==> run_1/pdn.png <==
Drawn at 10 px/um. Pins as bars on the die edge.
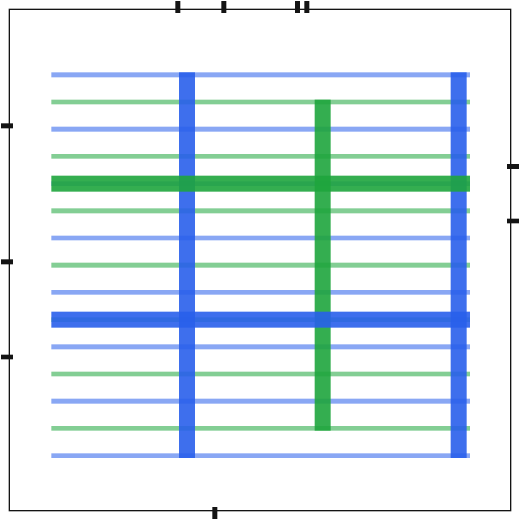
==> run_1/registers.png <==
Drawn at 8 px/um. Other sequential cells in the stronger gray, the rest of the logic in the fainter gray.
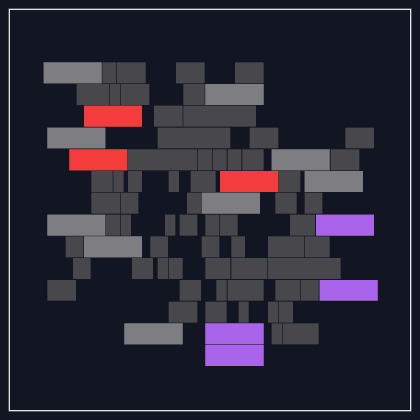
==> run_1/drive_strength.png <==
Drawn at 6 px/um.
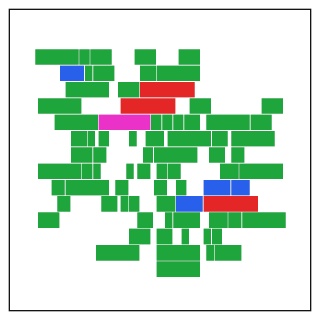
==> run_1/final_placement.png <==
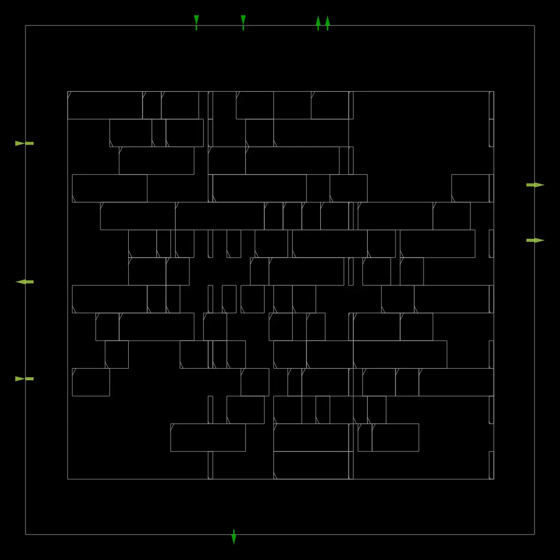
--- src/rtl/qe_wiz_bus_timer.sv ---
// -----------------------------------------------------------------------------
// qe_wiz_bus_timer
//
// Sequences a decoded W5300 access from the QL 68008 bus into timed W5300 bus
// strobes. The access runs through setup, strobe, hold and recovery phases.
// The lengths of these phases are set by parameters.
// DTACK is requested only after the W5300 access time has been met.
// A CPU cycle that ends early (wiz_sel dropped before dtack_req) is reported
// with a one-cycle abort pulse.
//
// Parameters
//   SETUP_CYC    clk cycles of CS low before RD/WR falls            (1..15)
//   STROBE_CYC   minimum clk cycles of RD/WR low before dtack_req     (1..15)
//   HOLD_CYC     clk cycles of CS low after RD/WR rises               (1..15)
//   RECOVER_CYC  clk cycles of CS high before the next access starts  (1..15)
//
// Ports
//   clk        in   card clock
//   reset      in   synchronous, active-high reset
//   wiz_sel    in   asynchronous; high = W5300 decoded with AS and DS asserted
//   rdwl       in   68008 R/W (1 = read), captured at the start of an access
//   wizcsl     out  W5300 chip select, active low, registered
//   wizrdl     out  W5300 read strobe, active low, registered
//   wizwrl     out  W5300 write strobe, active low, registered
//   dtack_req  out  request to the open-drain DTACK driver, registered
//   busy       out  high whenever the sequencer is not idle, registered
//   abort      out  one-cycle pulse when wiz_sel drops before dtack_req
// -----------------------------------------------------------------------------
module qe_wiz_bus_timer #(
   parameter int unsigned SETUP_CYC   = 1,
   parameter int unsigned STROBE_CYC  = 3,
   parameter int unsigned HOLD_CYC    = 1,
   parameter int unsigned RECOVER_CYC = 2
) (
   input  logic clk,
   input  logic reset,
   input  logic wiz_sel,
   input  logic rdwl,
   output logic wizcsl,
   output logic wizrdl,
   output logic wizwrl,
   output logic dtack_req,
   output logic busy,
   output logic abort
);

   typedef enum logic [2:0] {
      IDLE    = 3'd0,
      SETUP   = 3'd1,
      STROBE  = 3'd2,
      ACK     = 3'd3,
      HOLD    = 3'd4,
      RECOVER = 3'd5
   } state_t;

   // The phase counter is loaded with N-1 when a phase is entered.
   // The phase then lasts exactly N cycles.
   localparam logic [3:0] SETUP_LD   = 4'(SETUP_CYC - 1);
   localparam logic [3:0] STROBE_LD  = 4'(STROBE_CYC - 1);
   localparam logic [3:0] HOLD_LD    = 4'(HOLD_CYC - 1);
   localparam logic [3:0] RECOVER_LD = 4'(RECOVER_CYC - 1);

   state_t     state_r;
   state_t     state_nxt_s;
   logic [3:0] cnt_r;
   logic [3:0] cnt_nxt_s;
   logic       cnt_zero_s;
   logic       sync_meta_r;
   logic       sel_s;          // synchronised wiz_sel (second flop)
   logic       rd_r;           // R/W captured at IDLE->SETUP
   logic       rd_nxt_s;
   logic       abort_nxt_s;
   logic       csl_nxt_s;
   logic       rdl_nxt_s;
   logic       wrl_nxt_s;
   logic       dtack_nxt_s;
   logic       busy_nxt_s;

   assign cnt_zero_s = (cnt_r == 4'd0);

   // Phase sequencing: next state, counter reload/decrement, abort detection
   always_comb begin
      state_nxt_s = state_r;
      cnt_nxt_s   = cnt_r;
      rd_nxt_s    = rd_r;
      abort_nxt_s = 1'b0;
      case (state_r)
         IDLE: begin
            if (sel_s) begin
               state_nxt_s = SETUP;
               cnt_nxt_s   = SETUP_LD;
               rd_nxt_s    = rdwl;
            end else begin
               cnt_nxt_s   = 4'd0;
            end
         end
         SETUP: begin
            // wiz_sel is checked only when setup expires.
            // A drop seen then still goes through HOLD so that CS is deasserted cleanly.
            if (cnt_zero_s) begin
               if (sel_s) begin
                  state_nxt_s = STROBE;
                  cnt_nxt_s   = STROBE_LD;
               end else begin
                  state_nxt_s = HOLD;
                  cnt_nxt_s   = HOLD_LD;
                  abort_nxt_s = 1'b1;
               end
            end else begin
               cnt_nxt_s = cnt_r - 4'd1;
            end
         end
         STROBE: begin
            // A CPU cycle ending mid-strobe takes priority over expiry.
            // This makes sure DTACK is never raised for an access the CPU has already left.
            if (!sel_s) begin
               state_nxt_s = HOLD;
               cnt_nxt_s   = HOLD_LD;
               abort_nxt_s = 1'b1;
            end else if (cnt_zero_s) begin
               state_nxt_s = ACK;
               cnt_nxt_s   = 4'd0;
            end else begin
               cnt_nxt_s = cnt_r - 4'd1;
            end
         end
         ACK: begin
            if (!sel_s) begin
               state_nxt_s = HOLD;
               cnt_nxt_s   = HOLD_LD;
            end else begin
               cnt_nxt_s   = 4'd0;
            end
         end
         HOLD: begin
            if (cnt_zero_s) begin
               state_nxt_s = RECOVER;
               cnt_nxt_s   = RECOVER_LD;
            end else begin
               cnt_nxt_s = cnt_r - 4'd1;
            end
         end
         RECOVER: begin
            // sel_s is deliberately ignored here; the full recovery is always served
            if (cnt_zero_s) begin
               state_nxt_s = IDLE;
               cnt_nxt_s   = 4'd0;
            end else begin
               cnt_nxt_s = cnt_r - 4'd1;
            end
         end
         default: begin
            state_nxt_s = IDLE;
            cnt_nxt_s   = 4'd0;
         end
      endcase
   end

   // Output decode from the state about to be entered.
   // The registered outputs then match the new state on the same edge.
   always_comb begin
      csl_nxt_s   = 1'b1;
      rdl_nxt_s   = 1'b1;
      wrl_nxt_s   = 1'b1;
      dtack_nxt_s = 1'b0;
      busy_nxt_s  = (state_nxt_s != IDLE);
      case (state_nxt_s)
         SETUP, HOLD: begin
            csl_nxt_s = 1'b0;
         end
         STROBE: begin
            csl_nxt_s = 1'b0;
            rdl_nxt_s = ~rd_nxt_s;
            wrl_nxt_s = rd_nxt_s;
         end
         ACK: begin
            csl_nxt_s   = 1'b0;
            rdl_nxt_s   = ~rd_nxt_s;
            wrl_nxt_s   = rd_nxt_s;
            dtack_nxt_s = 1'b1;
         end
         default: begin
            csl_nxt_s = 1'b1;
         end
      endcase
   end

   // State, counter, synchroniser and registered outputs
   always_ff @(posedge clk) begin
      if (reset) begin
         state_r     <= IDLE;
         cnt_r       <= 4'd0;
         sync_meta_r <= 1'b0;
         sel_s       <= 1'b0;
         rd_r        <= 1'b0;
         wizcsl      <= 1'b1;
         wizrdl      <= 1'b1;
         wizwrl      <= 1'b1;
         dtack_req   <= 1'b0;
         busy        <= 1'b0;
         abort       <= 1'b0;
      end else begin
         state_r     <= state_nxt_s;
         cnt_r       <= cnt_nxt_s;
         sync_meta_r <= wiz_sel;
         sel_s       <= sync_meta_r;
         rd_r        <= rd_nxt_s;
         wizcsl      <= csl_nxt_s;
         wizrdl      <= rdl_nxt_s;
         wizwrl      <= wrl_nxt_s;
         dtack_req   <= dtack_nxt_s;
         busy        <= busy_nxt_s;
         abort       <= abort_nxt_s;
      end
   end

endmodule

--- config.mk ---
export PLATFORM = sky130hd
export DESIGN_NAME = qe_wiz_bus_timer
export DESIGN_NICKNAME = d
export VERILOG_FILES = /design/src/rtl/qe_wiz_bus_timer.sv
export SDC_FILE = /design/constraint.sdc
export NUM_CORES = 1
export LEC_CHECK = 0
export CAP_MARGIN = 20
export CELL_PAD_IN_SITES_DETAIL_PLACEMENT = 0
export CELL_PAD_IN_SITES_GLOBAL_PLACEMENT = 1
export CORE_MARGIN = 4
export CORE_UTILIZATION = 40
export CTS_BUF_LIST = sky130_fd_sc_hd__clkbuf_16
export DETAILED_ROUTE_END_ITERATION = 8
export PLACE_DENSITY = 0.79
export SKIP_LAST_GASP = 1
export SYNTH_ARGS = -nofsm -noshare
export SYNTH_HDL_FRONTEND = slang
export SYNTH_SLANG_ARGS = --single-unit
--- constraint.sdc ---
create_clock -name clk -period 2.9 [get_ports clk]
set_input_delay 0.435 -clock clk [delete_from_list [all_inputs] [get_ports clk]]
set_output_delay 0.435 -clock clk [all_outputs]
set_load 0.01 [all_outputs]
==> impl_metrics.csv, run 1 <==
group,metric,value,unit
yosys,ys_cells,71,
route,drt.antenna.violating_nets,0,
timing,clock_skew,0.001362,ns
critical_path,reg2reg_slack,1.16,ns
yosys,synthCells,71,
timing,finalClockPeriodUsage,59.99,%
placed_design,dp_hpwl,920.4,um
die,fp_util,44.27,%
clocking,cts.reportedPaths.clkPinSlew,0.05,ns
clocking,clk_latency,0.24,ns
final_layout,finalInstanceArea,873.3,um^2
grt,overflow,0,
timing,max_slew_margin,69.93,%
yosys,yosys.stat.seqShare,45.39,%
route,route.detailed.drc,0,
grt,grt_usage,11.24,%
die,rows,14,
placed_design,place_area,798.3,um^2
die,core_area,1594,um^2
clocking,cts.path.max_buffers,2,
timing,fin_ws,1.160,ns
route,wire_per_inst,11.94,um
timing,layout_min_cycle_time,1.740,ns
die,die_h,50,um
timing,hold_slack,0.4398,ns
placed_design,pre_cts_slack,1.078,ns
critical_path,regToRegStartpoint,"cnt_r[0]",
route,initialDrtViolationCount,5,
route,finalWirelength,1230,um
yosys,async_reset_ff_share,0,%
outcome,status,"finished clean",
pwr,ir_drop,0.4971,mV
final_layout,logic_area,346.6,um^2
Notes on pdn.png above:
- VDD: green
- VSS: blue
- signal pins: 10
- met1 rails: 15

Notes on registers.png above:
- cnt_r: purple (placed flops 4)
- state_r: red (placed flops 3)
- not colored: 9

Notes on drive_strength.png above:
- drive 3 to 4: magenta (cells 1)
- drive 1 or less: green (cells 71)
- drive 2: blue (cells 4)
- drive 6 and up: red (cells 3)

Notes on final_placement.png above:
sequential share of cell area: 36.68%
tally of filler cells in the layout: 147
flop count: 16

run 1: kinds of logic (layout without fill, tap and decap cells):
| logic type | count (synthesis) | after routing | share of synthesized area, % |
|---|---|---|---|
| AND/OR/NAND/NOR | 31 | 31 | 28.72 |
| flip-flops | 16 | 16 | 45.39 |
| AND-OR/OR-AND | 11 | 11 | 11.35 |
| buffers and inverters | 7 | 15 | 5.495 |
| adder cells (fa/ha/maj) | 2 | 2 | 3.546 |
| XOR/XNOR | 2 | 2 | 2.483 |
| multiplexers | 2 | 2 | 3.014 |
run 1: power breakdown:
group          switching, mW  internal [mW]  total [mW]
Sequential           0.00892          0.228       0.237
Clock                 0.0775          0.180       0.258
Combinational         0.0208         0.0233      0.0440
run 1: state kept, by name (all words and copies together), names as in the netlist:
name / flops
sel_s: 1
cnt_r: 4
state_r: 3
sync_meta_r: 1
dtack_req: 1
wizwrl: 1
abort: 1
busy: 1
wizrdl: 1
rd_r: 1
wizcsl: 1
run 1: Yosys cell counts (all sizes together), types with 2 or more instances:
| master | instances |
|---|---|
| xor2 | 2 |
| a21boi | 2 |
| inv | 3 |
| dfxtp | 16 |
| a21oi | 2 |
| nor2b | 2 |
| and3 | 3 |
| or3b | 2 |
| o21a | 2 |
| nand2b | 3 |
| buf | 3 |
| nor2 | 6 |
| nor3 | 7 |
| ha | 2 |
run 1: layer usage:
metal | share of wire, % | up-vias | GRT usage (%)
met4 | 1.3 | 0 | 4.147
met1 | 48 | 228 | 14.16
met3 | 3.9 | 2 | 4.518
met5 | 0 | - | 0
li1 | - | 269 | -
met2 | 46 | 9 | 16.96
run 1: worst max-delay path, stage by stage (launching register included):
cell and delay, ns:
dfxtp_1 0.31, inv_1 0.09, ha_1 0.16, nor3b_2 0.34, a21oi_1 0.21, or4b_1 0.49
run 1: worst min-delay path by stage:
stage                      from  endpoint  depth (start not counted)
global route        sync_meta_r     sel_s                          1
global placement    sync_meta_r     sel_s                          1
detailed placement  sync_meta_r     sel_s                          1
CTS                 sync_meta_r     sel_s                          1
finish              sync_meta_r     sel_s                          1
floorplan           sync_meta_r     sel_s                          1
run 1: final cells by class:
cell class	instances	share of cell area [%]
Inverter	3	1.289
Multi-Input combinational cell	48	39.68
Timing Repair Buffer	9	10.32
Clock buffer	3	8.596
Tap cell	24	3.438
Sequential cell	16	36.68
==> run_1/wire_density.png <==
Drawn at 8 px/um. The die is cut into 10 by 10 equal tiles; dark purple is low, yellow is high, scaled to the fullest tile. Values are wire area over tile area, all layers added.
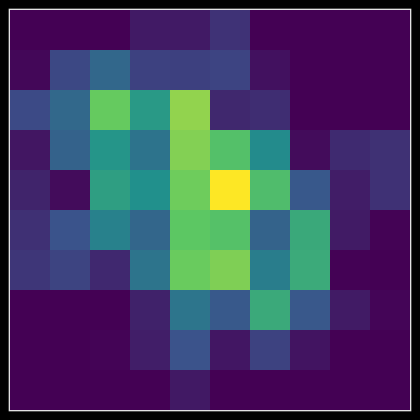

--- run 2 (diff from run 1) ---
CORE_UTILIZATION = 35   (was 40)
PLACE_DENSITY = 0.74   (was 0.79)
clock period = 1.6 ns   (was 2.9 ns; I/O delays follow)
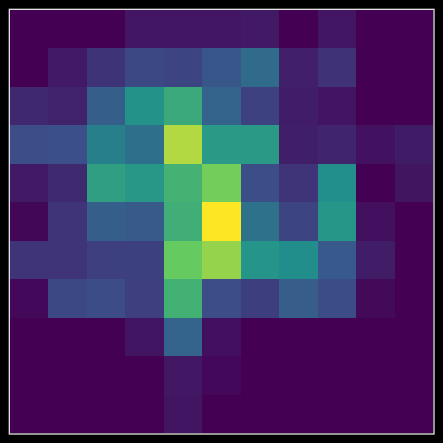
(run_2/wire_density.png)
Drawn at 8 px/um. The die is cut into 11 by 11 equal tiles; dark purple is low, yellow is high, scaled to the fullest tile. Values are wire area over tile area, all layers added.
- emptiest ninth of the die: lower right
- densest ninth of the die: center
- tiles over half the peak: 13%
- mean over tiles: 0.077

==> impl_metrics.csv, run 2 <==
group,metric,value,unit
pwr,ir_drop,0.6278,mV
timing,layout_min_cycle_time,1.494,ns
route,finalWirelength,1348,um
yosys,yosys.area_share.aoi,11.35,%
placed_design,dp_hpwl,969.1,um
min_path,hold_end,"sel_s",
pwr,pwr-share-seq,41.8,%
yosys,ys_cells,71,
min_path,worstHoldPathCells,1,
pwr,switchingPower,206.5,uW
outcome,status,"finished clean",
critical_path,cpPeakStageDelay,0.51,ns
timing,hold_slack,0.4355,ns
timing,fin_ws,0.1056,ns
pwr,p_comb_share,10.6,%
min_path,min-delay-start,"sync_meta_r",
pwr,pwr-share-clk,47.6,%
critical_path,crit_chain,"inv_1 -> ha_1 -> or3b_2 -> nor3_1 -> o21a_1",
grt,overflow,0,
die,rows,15,
route,drt.antenna.violating_nets,0,
critical_path,worst-path-buf-inv,1,
yosys,most_common_cell,"dfxtp_1",
grt,grt_usage,11.03,%
timing,finalClockPeriodUsage,93.40,%
critical_path,cp_slowest_cell,"or3b_2",
yosys,adder_share,3.546,%
final_layout,largest_reg_flops,4,
clocking,cts.reportedPaths.clkPinSlew,0.05,ns
yosys,topCombFamilyByArea,"simple AND/OR/NAND/NOR gates",
yosys,yosys.stat.seqShare,45.39,%
clocking,clk_latency,0.24,ns
yosys,synthTopCellsByCount,"dfxtp_1, nor3_1, nor2_1",
yosys,mux_area_share,3.014,%
route,initialDrtViolationCount,8,
final_layout,reg_top3,"cnt_r: 4 flops, state_r: 3 flops",
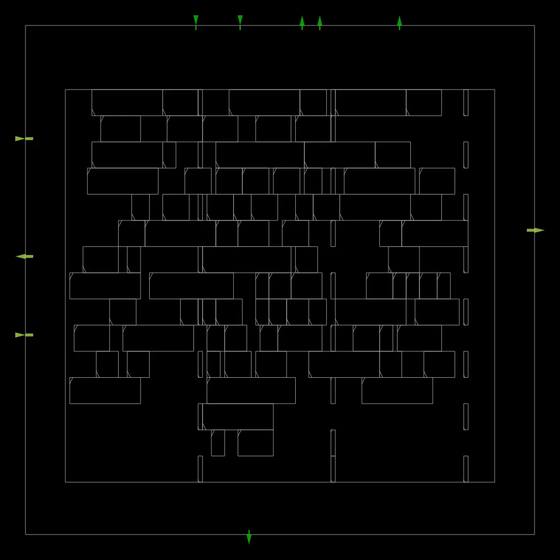
(run_2/final_placement.png)
Tap Cells: 25
tally of filler cells in the layout: 183
post-layout util: 52.10%

## run 2: cell families after synthesis
| group | Yosys count |
|---|---|
| AOI/OAI and AO/OA | 11 |
| xor gates and xnor gates | 2 |
| adders and majority gates | 2 |
| buffers and inverters | 7 |
| DFF | 16 |
| muxes | 2 |
| and+or+nand+nor | 31 |
## run 2: worst max-delay path by stage
stage	from	to	slack [ns]	cells after the start
6_report	cnt_r[0]	cnt_r[1]	0.11	5
5_1_grt	cnt_r[0]	cnt_r[1]	-0.001	5
4_1_cts	cnt_r[0]	state_r[2]	0.03	5
3_5_place_dp	cnt_r[0]	state_r[2]	0.05	5
3_3_place_gp	cnt_r[0]	state_r[2]	0.08	5
2_1_floorplan	cnt_r[0]	wizwrl	0.06	5
## run 2: worst register-to-register path, stage by stage (launching register included)
cell,delay [ns]
dfxtp_1,0.31
inv_1,0.09
ha_1,0.18
or3b_2,0.51
nor3_1,0.23
o21a_1,0.13
## run 2: stage by stage
stage	power, mW	setup TNS [ns]	area (um^2)
final	1.007	0	948.4
after global routing	1.046	-0.001156	948.4
after CTS	1.014	0	938.4
after detailed placement	0.5328	0	859.6
after global placement	0.5323	0	859.6
after floorplan	0.4906	0	705.7
## run 2: cell type report
type	count	area [um^2]
Sequential cell	16	320.3
Clock buffer	3	75.07
Fill cell	183	872.1
Inverter	3	11.26
Tap cell	25	31.28
Clock inverter	1	3.754
Multi-Input combinational cell	48	356.6
Timing Repair Buffer	17	150.1
## run 2: per-layer routing
layer	vias to the layer above	share of wire, %	track usage, %	wire length [um]
li1	281	-	-	-
met1	257	46	14.85	616
met2	19	47	16.53	634
met3	5	4.9	2.535	66
met4	0	2.3	5.106	31
met5	-	0	0	0
## run 2: power groups by stage
stage | combinational, mW | clock (mW) | sequential [mW]
3_3_place_gp | 0.104 | 0 | 0.428
5_1_grt | 0.118 | 0.506 | 0.421
2_1_floorplan | 0.0624 | 0 | 0.428
4_1_cts | 0.106 | 0.488 | 0.421
6_report | 0.107 | 0.479 | 0.421
3_5_place_dp | 0.104 | 0 | 0.428
Power is estimated from default activity; no workload was simulated.
